`src/rtl/vga_pixel_arbiter.sv`:
```
// rtl/vga_pixel_arbiter.sv - shares the VGA adapter pixel port between HPS PIO, fpga stream and a clear engine
// HPS writes arrive as rising edges of a level PIO bit and wait in a one-entry holding register.
module vga_pixel_arbiter #(
  parameter int X_W  = 9,
  parameter int Y_W  = 8,
  parameter int C_W  = 3,
  parameter int W_HI = 320,
  parameter int H_HI = 240,
  parameter int W_LO = 160,
  parameter int H_LO = 120
) (
  input  logic                   CLOCK_50,
  input  logic                   reset,
  input  logic [X_W+Y_W+C_W+1:0] hps_bundle,
  input  logic [X_W-1:0]         fpga_x,
  input  logic [Y_W-1:0]         fpga_y,
  input  logic [C_W-1:0]         fpga_colour,
  input  logic                   fpga_valid,
  output logic                   fpga_ready,
  input  logic                   clear_req,
  input  logic [C_W-1:0]         clear_colour,
  output logic                   clear_busy,
  output logic                   hps_overrun,
  output logic [X_W-1:0]         vga_x,
  output logic [Y_W-1:0]         vga_y,
  output logic [C_W-1:0]         vga_colour,
  output logic                   vga_plot,
  output logic                   vga_mode
);

  typedef enum logic {S_IDLE = 1'b0, S_CLEAR = 1'b1} state_t;

  state_t         r_state, w_state_nxt;
  logic           r_we_q, r_hps_pend, r_last_hps, r_overrun, r_fpga_ready;
  logic [X_W-1:0] r_hold_x, r_vga_x, r_cx;
  logic [Y_W-1:0] r_hold_y, r_vga_y, r_cy;
  logic [C_W-1:0] r_hold_c, r_vga_c, r_clr_c;
  logic           r_plot, r_mode, r_clr_mode;

  logic           w_we, w_mode, w_edge;
  logic [X_W-1:0] w_hx, w_px, w_cur_w, w_clr_xmax;
  logic [Y_W-1:0] w_hy, w_py, w_cur_h, w_clr_ymax;
  logic [C_W-1:0] w_hc, w_pc;
  logic           w_grant_hps, w_grant_fpga, w_in_range, w_clr_last;
  logic           w_pend_nxt, w_last_nxt, w_load, w_drop;

  assign w_we   = hps_bundle[0];
  assign w_hc   = hps_bundle[C_W:1];
  assign w_hy   = hps_bundle[C_W+Y_W:C_W+1];
  assign w_hx   = hps_bundle[C_W+Y_W+X_W:C_W+Y_W+1];
  assign w_mode = hps_bundle[X_W+Y_W+C_W+1];
  assign w_edge = w_we & ~r_we_q;

  // Range checks follow the live mode; the clear engine uses the mode latched at start.
  assign w_cur_w    = r_mode ? X_W'(W_HI) : X_W'(W_LO);
  assign w_cur_h    = r_mode ? Y_W'(H_HI) : Y_W'(H_LO);
  assign w_clr_xmax = r_clr_mode ? X_W'(W_HI - 1) : X_W'(W_LO - 1);
  assign w_clr_ymax = r_clr_mode ? Y_W'(H_HI - 1) : Y_W'(H_LO - 1);
  assign w_clr_last = (r_cx == w_clr_xmax) && (r_cy == w_clr_ymax);

  assign w_px       = w_grant_hps ? r_hold_x : fpga_x;
  assign w_py       = w_grant_hps ? r_hold_y : fpga_y;
  assign w_pc       = w_grant_hps ? r_hold_c : fpga_colour;
  assign w_in_range = (w_px < w_cur_w) && (w_py < w_cur_h);

  always_comb begin
    w_state_nxt  = r_state;
    w_grant_hps  = 1'b0;
    w_grant_fpga = 1'b0;
    case (r_state)
      S_IDLE: begin
        if (clear_req) begin
          w_state_nxt = S_CLEAR;
        end else begin
          w_grant_hps  = r_hps_pend & (~fpga_valid | ~r_last_hps);
          w_grant_fpga = ~w_grant_hps & fpga_valid & fpga_ready;
        end
      end
      S_CLEAR: begin
        if (w_clr_last) w_state_nxt = S_IDLE;
      end
      default: w_state_nxt = S_IDLE;
    endcase
  end

  // A new edge may refill the holding register only if it is empty or being drained this cycle.
  always_comb begin
    w_pend_nxt = r_hps_pend & ~w_grant_hps;
    w_load     = 1'b0;
    w_drop     = 1'b0;
    if (w_edge) begin
      if (~r_hps_pend | w_grant_hps) begin
        w_load     = 1'b1;
        w_pend_nxt = 1'b1;
      end else begin
        w_drop = 1'b1;
      end
    end
    w_last_nxt = w_grant_hps ? 1'b1 : (w_grant_fpga ? 1'b0 : r_last_hps);
  end

  always_ff @(posedge CLOCK_50) begin
    if (reset) begin
      r_state      <= S_IDLE;
      r_we_q       <= 1'b0;
      r_hps_pend   <= 1'b0;
      r_last_hps   <= 1'b0;
      r_overrun    <= 1'b0;
      r_fpga_ready <= 1'b0;
      r_hold_x     <= '0;
      r_hold_y     <= '0;
      r_hold_c     <= '0;
      r_vga_x      <= '0;
      r_vga_y      <= '0;
      r_vga_c      <= '0;
      r_plot       <= 1'b0;
      r_mode       <= 1'b0;
      r_clr_mode   <= 1'b0;
      r_clr_c      <= '0;
      r_cx         <= '0;
      r_cy         <= '0;
    end else begin
      r_state      <= w_state_nxt;
      r_we_q       <= w_we;
      r_mode       <= w_mode;
      r_hps_pend   <= w_pend_nxt;
      r_last_hps   <= w_last_nxt;
      r_fpga_ready <= (w_state_nxt == S_IDLE) & (~w_pend_nxt | w_last_nxt);
      if (w_load) begin
        r_hold_x <= w_hx;
        r_hold_y <= w_hy;
        r_hold_c <= w_hc;
      end
      if (w_drop) r_overrun <= 1'b1;
      if (r_state == S_IDLE && clear_req) begin
        r_clr_c    <= clear_colour;
        r_clr_mode <= r_mode;
        r_cx       <= '0;
        r_cy       <= '0;
      end
      r_plot <= 1'b0;
      if (r_state == S_CLEAR) begin
        r_vga_x <= r_cx;
        r_vga_y <= r_cy;
        r_vga_c <= r_clr_c;
        r_plot  <= 1'b1;
        if (r_cx == w_clr_xmax) begin
          r_cx <= '0;
          r_cy <= r_cy + 1'b1;
        end else begin
          r_cx <= r_cx + 1'b1;
        end
      end else if ((w_grant_hps | w_grant_fpga) && w_in_range) begin
        r_vga_x <= w_px;
        r_vga_y <= w_py;
        r_vga_c <= w_pc;
        r_plot  <= 1'b1;
      end
    end
  end

  // Ready is withdrawn while a clear request is being taken so no fpga beat is lost.
  assign fpga_ready  = r_fpga_ready & ~clear_req;
  assign clear_busy  = (r_state == S_CLEAR);
  assign hps_overrun = r_overrun;
  assign vga_x       = r_vga_x;
  assign vga_y       = r_vga_y;
  assign vga_colour  = r_vga_c;
  assign vga_plot    = r_plot;
  assign vga_mode    = r_mode;

endmodule

```
`config.mk`:
```
export PLATFORM = sky130hd
export DESIGN_NAME = vga_pixel_arbiter
export DESIGN_NICKNAME = d
export VERILOG_FILES = /design/src/rtl/vga_pixel_arbiter.sv
export SDC_FILE = /design/constraint.sdc
export NUM_CORES = 1
export LEC_CHECK = 0
export CAP_MARGIN = 20
export CORE_ASPECT_RATIO = 0.6
export CORE_MARGIN = 1.5
export CORE_UTILIZATION = 45
export CTS_BUF_LIST = sky130_fd_sc_hd__clkbuf_2
export DETAILED_ROUTE_END_ITERATION = 12
export PLACE_DENSITY = 0.82
export SYNTH_ARGS = -nofsm -noshare
export SYNTH_HDL_FRONTEND = slang
export SYNTH_SLANG_ARGS = --single-unit
```
`constraint.sdc`:
```
create_clock -name CLOCK_50 -period 5.87 [get_ports CLOCK_50]
set_input_delay 1.174 -clock CLOCK_50 [delete_from_list [all_inputs] [get_ports CLOCK_50]]
set_output_delay 1.174 -clock CLOCK_50 [all_outputs]
set_load 0.01 [all_outputs]
```
Cell outlines without signal wires:
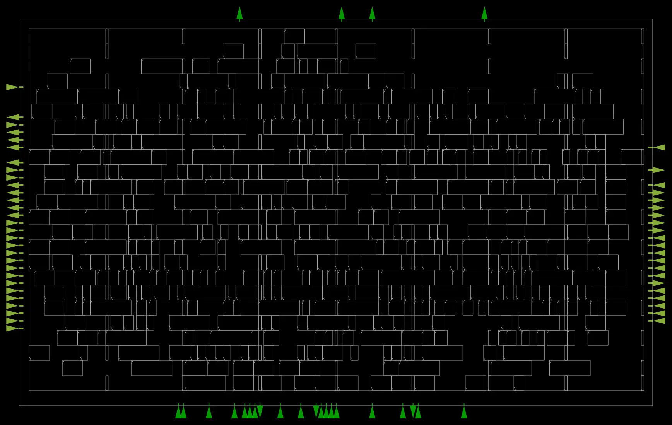
tap cells: 104
registers: 69
Core Rows: 24

Wiring by layer:
Drawn at 4 px/µm. Two of the layers only.
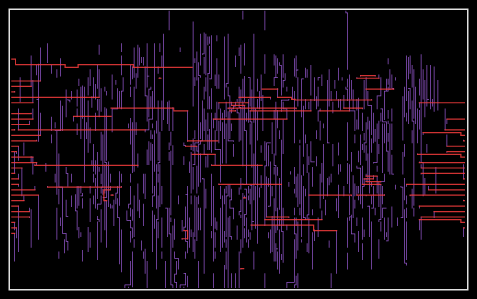
metal 3: shown in red, wire length 691 µm. metal 2: shown in purple, wire length 3,760 µm.
final WL: 8.77 mm
GRT Overall Usage: 23.6%

Gate families picked out:
Drawn at 4 px/µm.
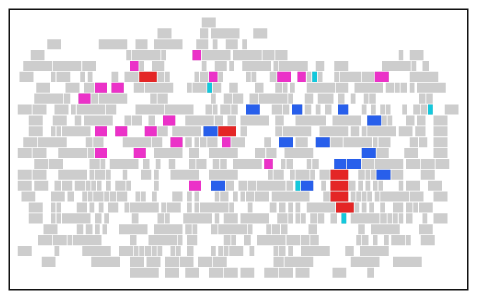
inverters: shown in cyan, cells 5, most used inv_1. adder and majority cells: shown in red, cells 6, most used ha_1. AND and OR gates: shown in magenta, cells 19, most used or3b_2. AND-OR and OR-AND gates: shown in blue, cells 13, most used a311o_1.
most frequent logic cell in the layout: nand2_1
non-filler cells, final: 586
logic share of the area: 43.3%

==> GITHUB_STEP_SUMMARY <==
### Yosys + OpenROAD results

| Metric | Value |
|---|---|
| Status | `complete, no violations` |
| Layout cell share with drive strength beyond 1 | `7.68%` |
| Tool warnings | `26` |
| Met1 usage | `32.2%` |
| Busiest grt layer | `met2` |
| Met1 wire length | `4.21 mm` |
| Post-Place Cells | `572` |
| Synth Area per Inst | `7.92 µm²` |
| CP max stage cell | `clkdlybuf4s50_1` |
| Worst path top cell family by delay | `AND-OR/OR-AND gates` |
| Comb group | `0.141 mW` |
| Comb pwr share | `16.5%` |
| Critical Path AT | `4670 ps` |
| Filler cells | `675` |
| Worst path max stage delay | `470 ps` |
| R2R Setup Slk | `2380 ps` |
| Synthesized instance count | `422` |
| Synth Seq Share | `41.3%` |
| Clock power frac | `24.8%` |
| Critical path class | `in2reg` |
| Yosys cell count | `422` |
| First-pass GRT wire length | `14.7 mm` |
| Multi-In Gates | `315` |
| Seq/total area | `33.1%` |
| DP HPWL | `6.38 mm` |
| DRT iter0 DRCs | `212` |
| DP Area | `4110 µm²` |
| Yosys stat area | `3340 µm²` |
| Critical Path RT | `6290 ps` |
| Core area | `7240 µm²` |
| Crit path capture | `vga_x[7]$_SDFFE_PP0P_` |
| YS warnings | `0` |
| Flop pwr share | `58.7%` |
| Max clock buf depth | `2` |
| Die height | `69.8 µm` |
| Adders+Majority by Area | `2.25%` |
| CP startpoint | `clear_req` |
| Initial antenna violation count | `0` |
| CTS resizes | `0` |
| Worst Hold Launch | `r_hold_c[1]$_SDFFE_PP0P_` |
| Mapped Nets | `477` |
| Final-report setup violation count | `0` |
| Main kind of combinational logic by area | `simple AND/OR/NAND/NOR gates` |
| CTS root buffer | `clkbuf_2` |
| Worst setup margin | `1620 ps` |
| Post-Syn Area | `3340 µm²` |
| Pre-Place Util | `46.2%` |
| Count of hold-fix buffers inserted at cts | `0` |
| Pwr dens | `203 nW/µm²` |
| Top cells excl fill/tap | `nand2_1, clkdlybuf4s50_1, dfxtp_1` |
| Mux frac, synth | `3.03%` |
| Ports | `74` |
| Switching share of power | `29.0%` |
| Net Switching | `0.246 mW` |
| Min-Delay Path Class | `reg2reg` |
| Slew Limit Fails | `0` |
| Largest net degree at the start of global routing | `64` |
| Die footprint | `7970 µm²` |
| Clock Sinks | `69` |
| Slew headroom | `40.4%` |
| Unique cell types | `43` |
| Final GP Congestion | `0.886` |
| WHS | `475 ps` |
| Period minus WS final | `4250 ps` |
| Layout area overhead | `25.0%` |
| Layout non-clock buf frac | `18.4%` |
| Design Power | `0.850 mW` |
| Fin area | `4180 µm²` |
| Synth Area in Compound Gates | `16.1%` |
| Detail Route Antenna Nets | `0` |
| Nets | `534` |
| Setup TNS | `0 ps` |
| DRT Pass-1 Iters | `5` |
| Layout Utilization | `57.7%` |
| Largest Pwr Group | `registers` |
| Most frequent cell after synthesis | `nand2_1` |
| Vias/cell | `5.39` |
| Final clock-cell share | `1.62%` |
| Clk pwr | `0.211 mW` |
| Final Skew | `22.9 ps` |
| Max Cap Viol | `0` |
| Logic inverters | `5` |
| Final hold violations | `0` |
| Worst path bufs/invs | `3` |
| Asr flop ratio synth | `0%` |
| GRT met3 Usage | `8.04%` |
| Hold path depth | `2` |
| Register area | `1380 µm²` |
| Simple share | `30.8%` |
| Top cells by area | `dfxtp_1, nand2_1, a21oi_1, nor2_1, clkbuf_1` |
Signal metal coverage by tile:
Drawn at 3 px/µm. 23 x 14 tiles, from dark purple (low) to yellow (high), scaled to the fullest tile. Values are wire area over tile area, all layers added.
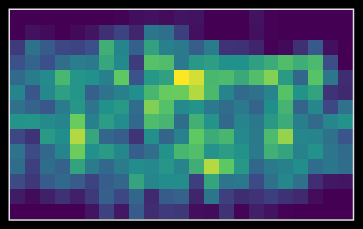
The mean over all tiles is 0.18. The densest ninth of the die: center. 14% of the tiles are nearly empty.
WL per Instance: 15.0 µm
via count: 3,159

Layout detail:
Region (42, 20) to (72, 50) µm. Cells in gray, sequential cells in the stronger gray; small squares are vias.
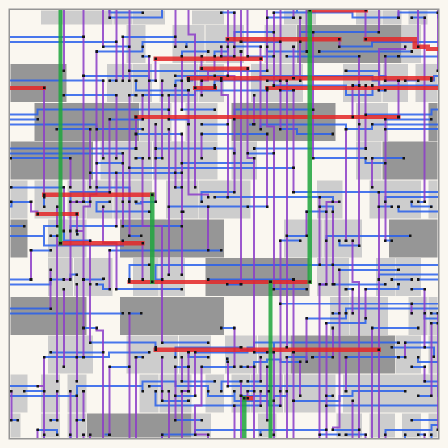
metal 1: shown in blue. metal 3: shown in red. metal 4: shown in green. metal 2: shown in purple.
Most frequent: nand2_1 (13), dfxtp_1 (12), a21oi_1 (6). Netlist names of flops here include r_cx (5), vga_y (4). 77 logic cells have their middle in the window. Sequential cells in the window: 12.

No activity file was given, so power comes from the tool's default toggle rates.
